**src/rtl/ctrl_sequencer.sv**
```systemverilog
// Fetch/exec/writeback sequencer: 3 cycles per instruction (FETCH with same-cycle ack, EXEC, WB); FETCH stalls until imem_ack.
// Optional single-step mode: define CTRL_STEP_EN to add the step port and the PAUSE state after WB.
module ctrl_sequencer (
  input  logic        clk,
  input  logic        rst,
  input  logic        start,
  output logic        imem_req,
  output logic [7:0]  imem_addr,
  input  logic        imem_ack,
  input  logic [15:0] imem_data,
  input  logic [7:0]  f,
  input  logic        ovf,
  input  logic        take_branch,
  output logic [1:0]  rd0_addr,
  output logic [1:0]  rd1_addr,
  output logic [7:0]  instr_i,
  output logic [2:0]  alu_op,
  output logic        alu_s0,
  output logic        alu_s1,
  output logic        wr_en,
  output logic [1:0]  wr_addr,
  output logic [8:0]  wr_data,
  output logic [7:0]  pc,
  output logic        busy,
  output logic        halted,
  output logic        illegal
`ifdef CTRL_STEP_EN
  ,
  input  logic        step
`endif
);

  typedef enum logic [2:0] {
    S_IDLE  = 3'd0,
    S_FETCH = 3'd1,
    S_EXEC  = 3'd2,
    S_WB    = 3'd3,
    S_HALT  = 3'd4
`ifdef CTRL_STEP_EN
    ,
    S_PAUSE = 3'd5
`endif
  } state_t;

  state_t      r_state;
  logic [15:0] r_ir;
  logic [7:0]  r_pc;
  logic [8:0]  r_wr_data;
  logic        r_wr_en;
  logic        r_imem_req;
  logic        r_busy;
  logic        r_halted;
  logic        r_illegal;
  logic        r_take;

  logic [3:0]  w_op;
  logic [1:0]  w_dst;
  logic [1:0]  w_src;
  logic [7:0]  w_imm;
  logic        w_writes;
  logic        w_ctl_en;
  logic [7:0]  w_pc_inc;

  assign w_op     = r_ir[15:12];
  assign w_dst    = r_ir[11:10];
  assign w_src    = r_ir[9:8];
  assign w_imm    = r_ir[7:0];
  assign w_writes = (w_op == 4'h1) || (w_op == 4'h2) || w_op[3];
  assign w_ctl_en = (r_state == S_EXEC) || (r_state == S_WB);
  assign w_pc_inc = r_pc + 8'd1;

  assign imem_req  = r_imem_req;
  assign imem_addr = r_pc;
  assign pc        = r_pc;
  assign wr_en     = r_wr_en;
  assign wr_data   = r_wr_data;
  assign busy      = r_busy;
  assign halted    = r_halted;
  assign illegal   = r_illegal;

  // Datapath controls decode straight from the instruction register and are held through EXEC and WB.
  always_comb begin
    rd0_addr = 2'b00;
    rd1_addr = 2'b00;
    instr_i  = 8'h00;
    alu_op   = 3'b000;
    alu_s0   = 1'b0;
    alu_s1   = 1'b0;
    wr_addr  = 2'b00;
    if (w_ctl_en) begin
      instr_i = w_imm;
      wr_addr = w_dst;
      if (w_op[3]) begin
        rd0_addr = w_dst;
        rd1_addr = w_src;
        alu_op   = w_op[2:0];
      end else begin
        case (w_op)
          4'h1: begin
            alu_s0 = 1'b1;
            alu_s1 = 1'b1;
          end
          4'h2: begin
            rd0_addr = w_dst;
            alu_s1   = 1'b1;
          end
          4'h3: begin
            rd0_addr = w_dst;
            rd1_addr = w_src;
            alu_op   = 3'b111;
          end
          default: ;
        endcase
      end
    end
  end

  always_ff @(posedge clk or negedge rst) begin
    if (!rst) begin
      r_state    <= S_IDLE;
      r_ir       <= 16'h0000;
      r_pc       <= 8'h00;
      r_wr_data  <= 9'h000;
      r_wr_en    <= 1'b0;
      r_imem_req <= 1'b0;
      r_busy     <= 1'b0;
      r_halted   <= 1'b0;
      r_illegal  <= 1'b0;
      r_take     <= 1'b0;
    end else begin
      case (r_state)
        S_IDLE: begin
          if (start) begin
            r_state    <= S_FETCH;
            r_imem_req <= 1'b1;
            r_busy     <= 1'b1;
          end
        end
        S_FETCH: begin
          if (imem_ack) begin
            r_ir       <= imem_data;
            r_imem_req <= 1'b0;
            r_state    <= S_EXEC;
          end
        end
        S_EXEC: begin
          r_wr_data <= {ovf, f};
          r_take    <= take_branch;
          if ((w_op == 4'h5) || (w_op == 4'h6)) begin
            r_illegal <= 1'b1;
          end
          if (w_op == 4'h7) begin
            r_state  <= S_HALT;
            r_halted <= 1'b1;
            r_busy   <= 1'b0;
          end else begin
            r_state <= S_WB;
            r_wr_en <= w_writes;
          end
        end
        S_WB: begin
          r_wr_en <= 1'b0;
          if ((w_op == 4'h4) || ((w_op == 4'h3) && r_take)) begin
            r_pc <= w_imm;
          end else begin
            r_pc <= w_pc_inc;
          end
`ifdef CTRL_STEP_EN
          r_state <= S_PAUSE;
`else
          r_state    <= S_FETCH;
          r_imem_req <= 1'b1;
`endif
        end
`ifdef CTRL_STEP_EN
        S_PAUSE: begin
          if (step) begin
            r_state    <= S_FETCH;
            r_imem_req <= 1'b1;
          end
        end
`endif
        S_HALT: ;
        default: begin
          r_state    <= S_IDLE;
          r_imem_req <= 1'b0;
          r_wr_en    <= 1'b0;
          r_busy     <= 1'b0;
        end
      endcase
    end
  end

endmodule

```
**config.mk**
```make
export PLATFORM = sky130hd
export DESIGN_NAME = ctrl_sequencer
export DESIGN_NICKNAME = d
export VERILOG_FILES = /design/src/rtl/ctrl_sequencer.sv
export SDC_FILE = /design/constraint.sdc
export NUM_CORES = 1
export LEC_CHECK = 0
export CAP_MARGIN = 20
export CORE_ASPECT_RATIO = 0.9
export CORE_MARGIN = 3
export CORE_UTILIZATION = 30
export CTS_BUF_LIST = sky130_fd_sc_hd__clkbuf_16
export DETAILED_ROUTE_END_ITERATION = 8
export MAX_ROUTING_LAYER = met4
export PLACE_DENSITY = 0.62
export SYNTH_ARGS = -nofsm -noshare
export SYNTH_HDL_FRONTEND = slang
export SYNTH_SLANG_ARGS = --single-unit
```
**constraint.sdc**
```tcl
create_clock -name clk -period 4 [get_ports clk]
set_clock_uncertainty 0.05 [all_clocks]
set_input_delay 0.4 -clock clk [delete_from_list [all_inputs] [get_ports clk]]
set_output_delay 0.4 -clock clk [all_outputs]
set_load 0.05 [all_outputs]
```
Run 1, congestion heat map:
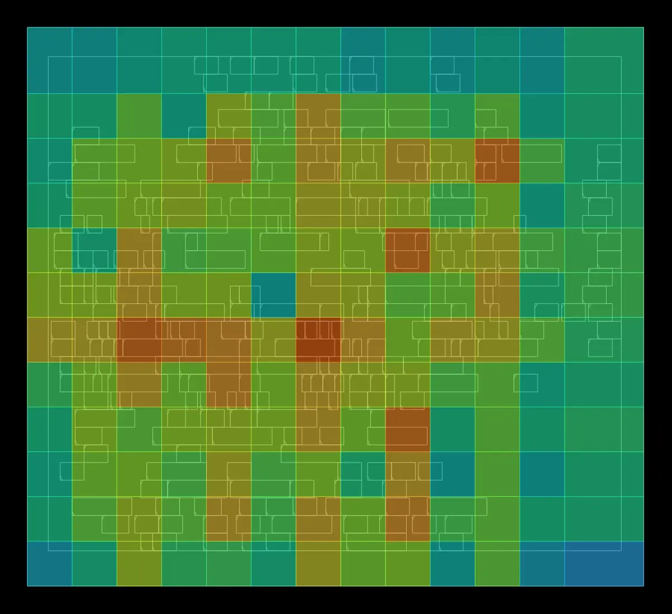
GR Util met2: 0.2087
global-route total usage across every layer: 0.1360
M3 GR Usage: 0.03421
GRT Max-Usage Layer: met2
routing usage on met1: 0.1745

Run 1, zoomed window:
Region (32, 45) to (62, 75) um. Cells in grey, sequential cells in the stronger grey; small squares are vias.
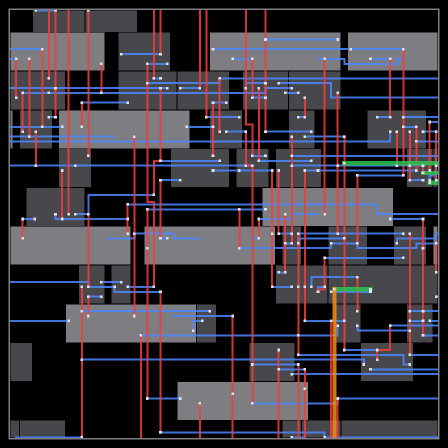
colour	layer
green	met3
orange	met4
blue	met1
red	met2
most frequent	dfrtp_1 (9)
cells with their middle in the window	39
netlist names of flops here include	r_ir (5), imem_addr (3)
sequential cells in the window	9

Run 1, M1 wires:
Drawn at 4 px/um. Supply wires on this layer in grey.
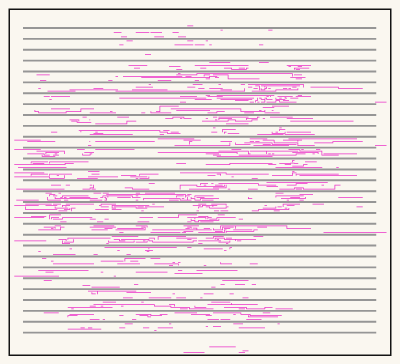
nets with wire on the layer	260
wire length on this layer	2380 um
longest straight run	32.2 um
main direction	horizontal
share of all routed wire	46%

Run 1, selected gate families:
Drawn at 4 px/um.
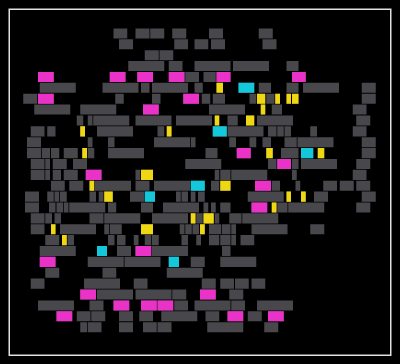
colour	family	cells	most used
cyan	AND-OR and OR-AND gates	7	a21o_1
yellow	NAND gates	26	nand2_1
magenta	multiplexers	24	mux2_2

==> notes.org, run 1 <==
#+TITLE: Implementation results

** Cells and area
- The area growth from synthesis to layout is 42.01%.
- Register with the most flip-flops :: r_ir
- The filler cells instantiated in the layout total 656.
- Ratio of cells with drive above 1 in the final layout :: 0.1213
- Non-filler instance count after layout :: 362
- Finished Core Util :: 0.4515

** Route
- Length of routed met3 wiring :: 294 um
- In the per-layer summary, the met1 wirelength comes to 2.376 mm.
- Highest routed metal layer :: met4
- In the post-route report, total wirelength is listed as 5.125 mm.
- 1st-iter DRT viols :: 93

** Critical path
- Counting both buffers and inverters, the worst setup path holds a total of 1.
- Type of origin of the critical path :: flip-flop
- CP endpoint :: alu_op[2]
- FF-to-FF End :: wr_data[5]
- In this run the worst setup path begins at r_state[1].
- Worst reg2reg startpoint :: r_state[2]
- Counting cells, the worst reg-to-reg path comes to 4.

** Pwr
- Per the OpenROAD power report, leakage power amounts to 1.307 nW.
- Summing internal, switching and leakage power gives 0.9067 mW.

** STA
- In the final report, the number of pins over their slew limit comes to 0.
- Post-layout worst setup margin :: 647.1 ps
- Adding up every negative setup slack in the final design gives 0 ps.
- The final report lists the setup-violating endpoint count as 0.
- For the pin with the worst max-slew slack, the measured transition is 995.9 ps.

** Logic synthesis
- For reference, the top cells by area after synthesis are sky130_fd_sc_hd__dfrtp_1 (49%), sky130_fd_sc_hd__mux2_2 (11%), sky130_fd_sc_hd__o21ai_0 (3.0%).
- The gate-level netlist out of Yosys references 43 unique cell types.
- Largest area contributor in the synthesized netlist :: sky130_fd_sc_hd__dfrtp_1
- Synthesis produced a netlist with a net count of 237.
- Post-synth the commonest register cell is sky130_fd_sc_hd__dfrtp_1.
- Cell types with the highest counts after synthesis :: sky130_fd_sc_hd__dfrtp_1 (42), sky130_fd_sc_hd__mux2_2 (20), sky130_fd_sc_hd__nand2_1 (15), sky130_fd_sc_hd__nor2_1 (15), sky130_fd_sc_hd__o21ai_0 (13)
- The synthesis run identifies the leading combinational cell family as simple AND/OR/NAND/NOR gates.
- Counting flops with a built-in enable in the synthesized netlist gives 0.
- After synthesis, the share of cell area in mux cells is 0.1240.

** Place
- Placed cells :: 354
- Worst slack after detailed placement :: 954.9 ps
- Routability-driven placement finished with a final weighted congestion of 0.7813.

** GRT
- The first global-routing pass estimated 8.507 mm of wire.
- Number of antenna violations at the first check in global routing :: 0
- Vias in the first global route :: 1767

** Worst hold path
- Path category of the worst min-delay check :: input pin to asynchronous set/reset pin

** Clock tree
- TritonCTS built the clock tree.

** Run status
- Run status :: finished, final reports clean
## run 1: power by group
group | switching (mW) | leakage, nW | total (mW) | internal [mW]
clock | 0.169 | 0.0698 | 0.400 | 0.231
sequential | 0.00329 | 0.519 | 0.434 | 0.431
combinational | 0.0355 | 0.718 | 0.0733 | 0.0378
## run 1: final cells by class
class | count | area (um2) | share of cell area
repair buffers | 79 | 783.3 | 0.2579
clock inverters | 3 | 21.27 | 0.007005
inverters | 8 | 30.03 | 0.009889
flip-flops and latches | 42 | 1051 | 0.3461
clock buffers | 5 | 125.1 | 0.04120
well taps | 90 | 112.6 | 0.03708
multi-input cells | 135 | 913.4 | 0.3008
==> inputs of run 2 (changes only) <==
Settings changed: PLACE_DENSITY 0.62 to 0.64.
Clock period 4 ns to 2.96 ns, I/O delays scaled along.
Run 2, M1 wires:
Drawn at 4 px/um. Supply wires on this layer in grey.
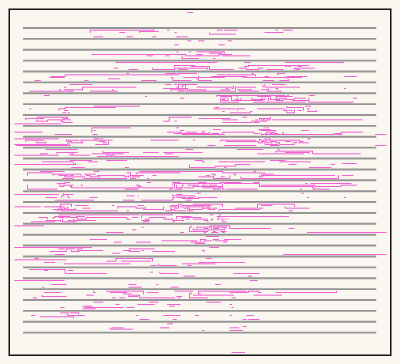
nets with wire on the layer	263
wire length on this layer	2500 um
main direction	horizontal
longest straight run	28.3 um

Run 2, zoomed window:
Region (32, 45) to (62, 75) um. Cells in grey, sequential cells in the stronger grey; small squares are vias.
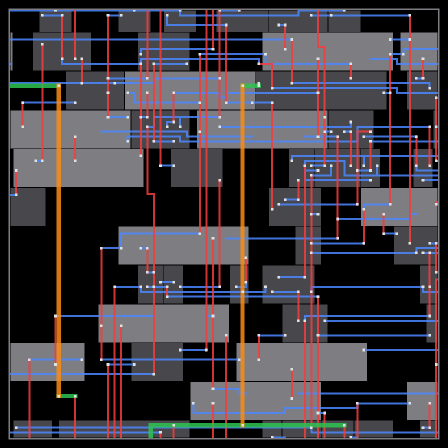
colour	layer
orange	met4
red	met2
green	met3
blue	met1
sequential cells in the window	11
most frequent	dfrtp_1 (11)
netlist names of flops here include	r_ir (6), imem_addr (3), r_state (2)
cells with their middle in the window	39

==> notes.org, run 2 <==
#+TITLE: Implementation results

** Clock tree
- The tree built by TritonCTS fans out to 42 sinks.
- Per the skew report, the later register of the worst-skew pair sees a clock latency of 280 ps.
- TritonCTS built the clock tree.
- Level count of the clock H-tree :: 2
- Clock transition at the registers of the reported paths :: 60 ps
- TritonCTS buffer count :: 5
- Once the clock tree was built, the setup fixing pass inserted 0 buffers.

** Critical path
- STA lists the endpoint of the worst register-to-register path as imem_addr[6].
- On the critical path, the stage with the largest delay is an instance of sky130_fd_sc_hd__clkdlybuf4s50_1.
- WS Path Type :: flip-flop to output pin
- STA shows the worst reg2reg path with a cell count of 3.
- Buf+Inv Stages, Crit Path :: 2
- Critical path depth in cells :: 4
- Per STA, the highest per-stage delay on the worst path measures 850 ps.
- STA lists the startpoint of the worst register-to-register path as r_ir[13].
- The launch point of the critical path was reported as r_state[2].
- CP endpoint :: alu_s1
- STA classifies the critical path startpoint as a flip-flop.

** STA
- Total negative slack :: 0 ps
- Final setup violation count :: 0
- Slew @ Worst Pin :: 946.9 ps
- Pins over their slew limit :: 0
- Final Hold Vio Count :: 0
- The worst path meets setup with 392.4 ps of slack.

** Place
- Per the placement log, port buffering inserted 78 buffers.
- The wire-length estimate of the detail-placed layout is 3.682 mm.
- Before CTS, the worst setup slack after placement is 726.0 ps.
- Placed cells :: 356
- At the end of routability-driven placement, the weighted congestion stood at 0.8275.

** Logic synthesis
- Counting every instance in the synthesized netlist gives 206.
- Post-synth area hogs :: sky130_fd_sc_hd__dfrtp_1 (49%), sky130_fd_sc_hd__mux2_2 (11%), sky130_fd_sc_hd__o21ai_0 (3.0%)
- The average instance in the mapped netlist occupies 10.38 um2.
- Summed over all instances, the cell type with the most area after synthesis is sky130_fd_sc_hd__dfrtp_1.
- Of the post-synthesis cell area, the dominant cell type holds 0.4915.
- Counting distinct cell types in the post-synthesis netlist gives 43.
- Per the synth stats, the flop cell with the highest instance count is sky130_fd_sc_hd__dfrtp_1.
- Cell types with the highest counts after synthesis :: sky130_fd_sc_hd__dfrtp_1 (42), sky130_fd_sc_hd__mux2_2 (20), sky130_fd_sc_hd__nand2_1 (15), sky130_fd_sc_hd__nor2_1 (15), sky130_fd_sc_hd__o21ai_0 (13)
- Synth Warn # :: 0
- Counting flops with a built-in enable in the synthesized netlist gives 0.
- The most common cell in the synthesized netlist is sky130_fd_sc_hd__dfrtp_1.
- Nets in the synthesized netlist :: 237

** GRT
- Vias in the first global route :: 1780
- In the global route stage, met2 resource usage came out at 0.1965.
- The number of antenna violations at the first check in global routing was 0.
- GRT Max-Usage Layer :: met2
- The total overflow left after global routing is 0.
- Wire length of the first global-routing pass :: 8.431 mm

** Worst hold path
- The tightest min-delay check is of the input pin to asynchronous set/reset pin type.

** Route
- After detailed routing, the met2 layer carries 2.190 mm of wire.
- Routed signal wires occupy layers up through met4.
- Wire length the detailed router placed on met1 :: 2.498 mm
- Across all layers, the routed design uses 1723 vias.
- For this block, the routed nets add up to 5.032 mm of wire.
- After detailed routing, the met3 layer carries 271 um of wire.
- 1st-iter DRT viols :: 84

** Pwr
- PnR Total Power :: 1.222 mW
- In this run the static leakage power is 1.340 nW.
- Cell Pwr Density :: 398.0 nW/um2

** Run status
- The flow ran to the end, and the final reports show no timing, DRC or antenna violations.

** Cells and area
- The register with the most flip-flops in the final layout is r_ir.
- The number of antenna diodes in the final layout is 0.
- Fill cell total of the finished layout :: 654
- Non-filler instance count after layout :: 364
- The finished design was reported to have a net count of 304.
- Most frequently placed logic cells in the final layout :: sky130_fd_sc_hd__clkdlybuf4s50_1 (70), sky130_fd_sc_hd__dfrtp_1 (42), sky130_fd_sc_hd__mux2_2 (20), sky130_fd_sc_hd__nor2_1 (15), sky130_fd_sc_hd__nand2_1 (15)
- Per the run report, area growth between synthesis and finish was 43.65%.
- Ratio of cells with drive above 1 in the final layout :: 0.1533

** Floorplan
- Floorplan core density :: 0.3179
Run 2, congestion heat map:
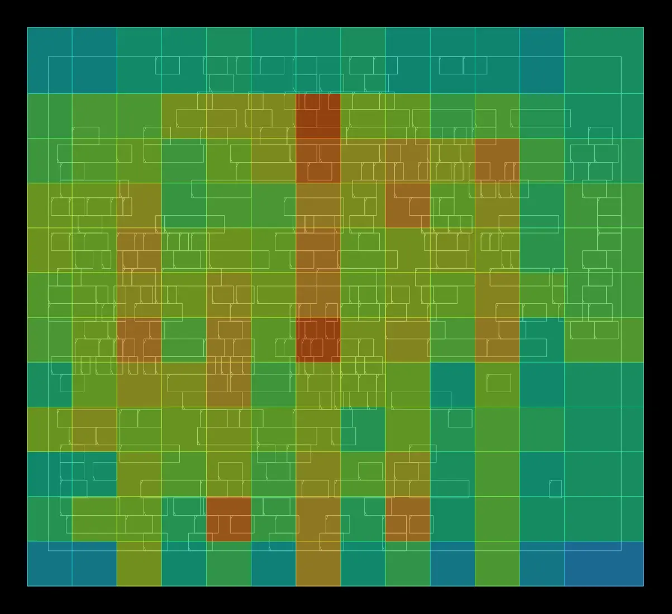
drt wl/cell: 13.82 um
M3 GR Usage: 0.03158
routing usage on met1: 0.1898
global-route total usage across every layer: 0.1376
Finished Core Util: 0.4567

## run 2: cell counts after synthesis
Identical to the previous run, type by type.
## run 2: logic make-up after synthesis
group,count (synthesis),share of synthesized area
simple gates,66,0.1627
buf+inv,29,0.08134
xor+xnor,1,0.004097
fa+ha+maj,1,0.005850
mux,24,0.1241
flops,42,0.4915
compound gates,43,0.1305
## run 2: area by class of cell
class | count | area, um2 | area share
clock buffer | 5 | 125.1 | 0.04073
tap | 90 | 112.6 | 0.03666
sequential | 42 | 1051 | 0.3422
clock inverter | 3 | 21.27 | 0.006925
timing repair buffer | 81 | 818.3 | 0.2664
multi-input combinational | 135 | 913.4 | 0.2974
inverter | 8 | 30.03 | 0.009776
## run 2: report_power, final
group / switching (mW) / internal (mW)
clock: 0.226 / 0.312
sequential: 0.00410 / 0.582
combinational: 0.0478 / 0.0511
Run 2, selected gate families:
Drawn at 4 px/um.
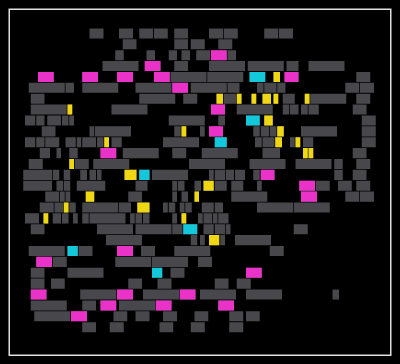

==> inputs of run 3 (changes only) <==
Settings changed: CELL_PAD_IN_SITES_DETAIL_PLACEMENT set to 1, CELL_PAD_IN_SITES_GLOBAL_PLACEMENT set to 1, PLACE_DENSITY 0.64 to 0.8.
Run 3, selected gate families:
Drawn at 4 px/um.
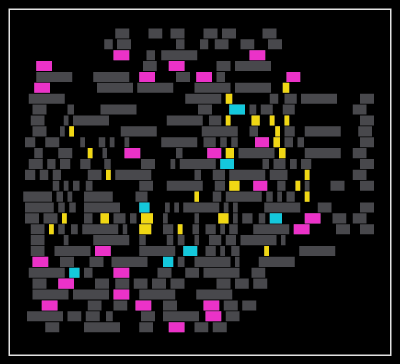
colour	family	cells	most used
yellow	NAND gates	26	nand2_1
magenta	multiplexers	24	mux2_2
cyan	AND-OR and OR-AND gates	7	a21o_1

Run 3, M1 wires:
Drawn at 4 px/um. Supply wires on this layer in grey.
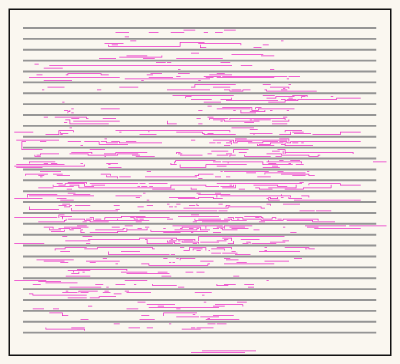
longest straight run	45.5 um
wire length on this layer	2540 um

Run 3, zoomed window:
Region (32, 45) to (62, 75) um. Cells in grey, sequential cells in the stronger grey; small squares are vias.
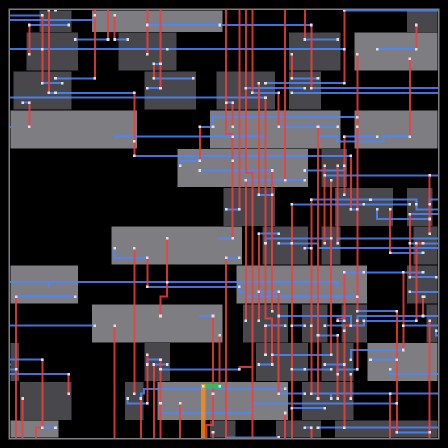
colour	layer
blue	met1
red	met2
green	met3
orange	met4
sequential cells in the window	12
netlist names of flops here include	r_ir (5), imem_addr (4), r_state (2)
most frequent	dfrtp_1 (12), clkdlybuf4s50_1 (5), mux2_2 (4)
cells with their middle in the window	38

==> notes.org, run 3 <==
#+TITLE: Implementation results

** Run status
- The run finished with clean final reports.

** Clock tree
- Clock transition at the registers of the reported paths :: 60 ps
- Clock latency on the worst-skew pair :: 280 ps
- TritonCTS buffer count :: 5
- The clock drives 42 sinks.
- In this run the post-CTS setup repair buffer count came out at 0.

** Pwr
- PnR Total Power :: 1.188 mW
- Part of the total power dissipated in sequential elements :: 0.494
- Of the total power, the clock network draws 0.422.
- Pwr top :: registers
- Sequential power :: 0.587 mW
- Switching share of total power :: 0.2131
- Cell internal power was estimated by the tool at 0.9346 mW.

** Cells and area
- The layout report lists the multi-input gate area as 913.4 um2.
- Measured on the final layout, the clock distribution area share stands at 0.04337.
- Clock buffer count in the final layout :: 5
- Ranking logic cells in the layout by count gives the top entries sky130_fd_sc_hd__clkdlybuf4s50_1 (70), sky130_fd_sc_hd__dfrtp_1 (42), sky130_fd_sc_hd__mux2_2 (20), sky130_fd_sc_hd__nor2_1 (15), sky130_fd_sc_hd__nand2_1 (15).
- The net count of the finished layout is 304.
- 0 antenna diodes ended up in the layout.
- Biggest Area Class :: flip-flops and latches

** Logic synthesis
- Post-synth EDFFs :: 0
- The warning tally printed by Yosys for this design is 0.
- Each instance of the synthesized netlist takes up on average 10.38 um2.
- Synth top cell by count :: sky130_fd_sc_hd__dfrtp_1
- Most used flip-flop cell :: sky130_fd_sc_hd__dfrtp_1
- Of the total synthesized cell area, the portion taken by full adders, half adders and majority gates is 0.005851.
- The net count after synthesis is 237.
- The cell-mix breakdown from Yosys lists the simple-gate area share as 0.1627.
- Cell types with the highest counts after synthesis :: sky130_fd_sc_hd__dfrtp_1 (42), sky130_fd_sc_hd__mux2_2 (20), sky130_fd_sc_hd__nand2_1 (15), sky130_fd_sc_hd__nor2_1 (15), sky130_fd_sc_hd__o21ai_0 (13)
- Dominant combinational family :: simple AND/OR/NAND/NOR gates
- Of the total synthesized cell area, the portion taken by AND-OR and OR-AND cells is 0.1305.
- Area leader share :: 0.4915

** GRT
- The first global-routing pass estimated 9.487 mm of wire.
- The number of antenna violations at the first check in global routing came to 0.
- Vias in the first global route :: 1934
- Recorded from the global router log, the overflow total was 0.

** STA
- Pins over their slew limit :: 0

** Critical path
- FF-to-FF End :: r_ir[7]
- STA classifies the critical path startpoint as a flip-flop.
- Launch point of the critical path :: r_state[2]
- For the worst reg-to-reg path, the startpoint reported by OpenROAD is r_state[0].
- OpenSTA lists the critical path endpoint as alu_s1.
- Worst path max stage delay :: 870 ps

** Worst hold path
- Path category of the worst min-delay check :: input pin to asynchronous set/reset pin

** Place
- In the placement report, post-DP HPWL is listed as 4.200 mm.
- Worst slack after detailed placement :: 655.4 ps
- The placement report lists the number of port buffers as 78.

** Route
- Summed over all layers, the routed wires come to 5.715 mm.
[run 3: per-layer routing]
metal / global-route usage / up-vias / wire [um]
met5: - / - / 0
met4: 0.05898 / 0 / 125
met3: 0.03070 / 11 / 339
met2: 0.2452 / 60 / 2706
met1: 0.1922 / 881 / 2542
li1: - / 846 / -
[run 3: stage by stage]
step | instance area (um2) | std cells | hold slack, ps
after floorplan | 2138 | 206 | -49.59
after global placement | 2925 | 356 | 387.3
after detailed placement | 2925 | 356 | 401.2
after CTS | 3058 | 363 | 157.8
after global routing | 3058 | 363 | 201.6
final | 3058 | 363 | 124.8
[run 3: worst max-delay path: cells and delay by family (launching register included)]
family | cells | cell delay [ps]
buffers and inverters | 2 | 1060
DFF | 1 | 490
and+or+nand+nor | 2 | 510
Power is estimated from default activity; no workload was simulated.
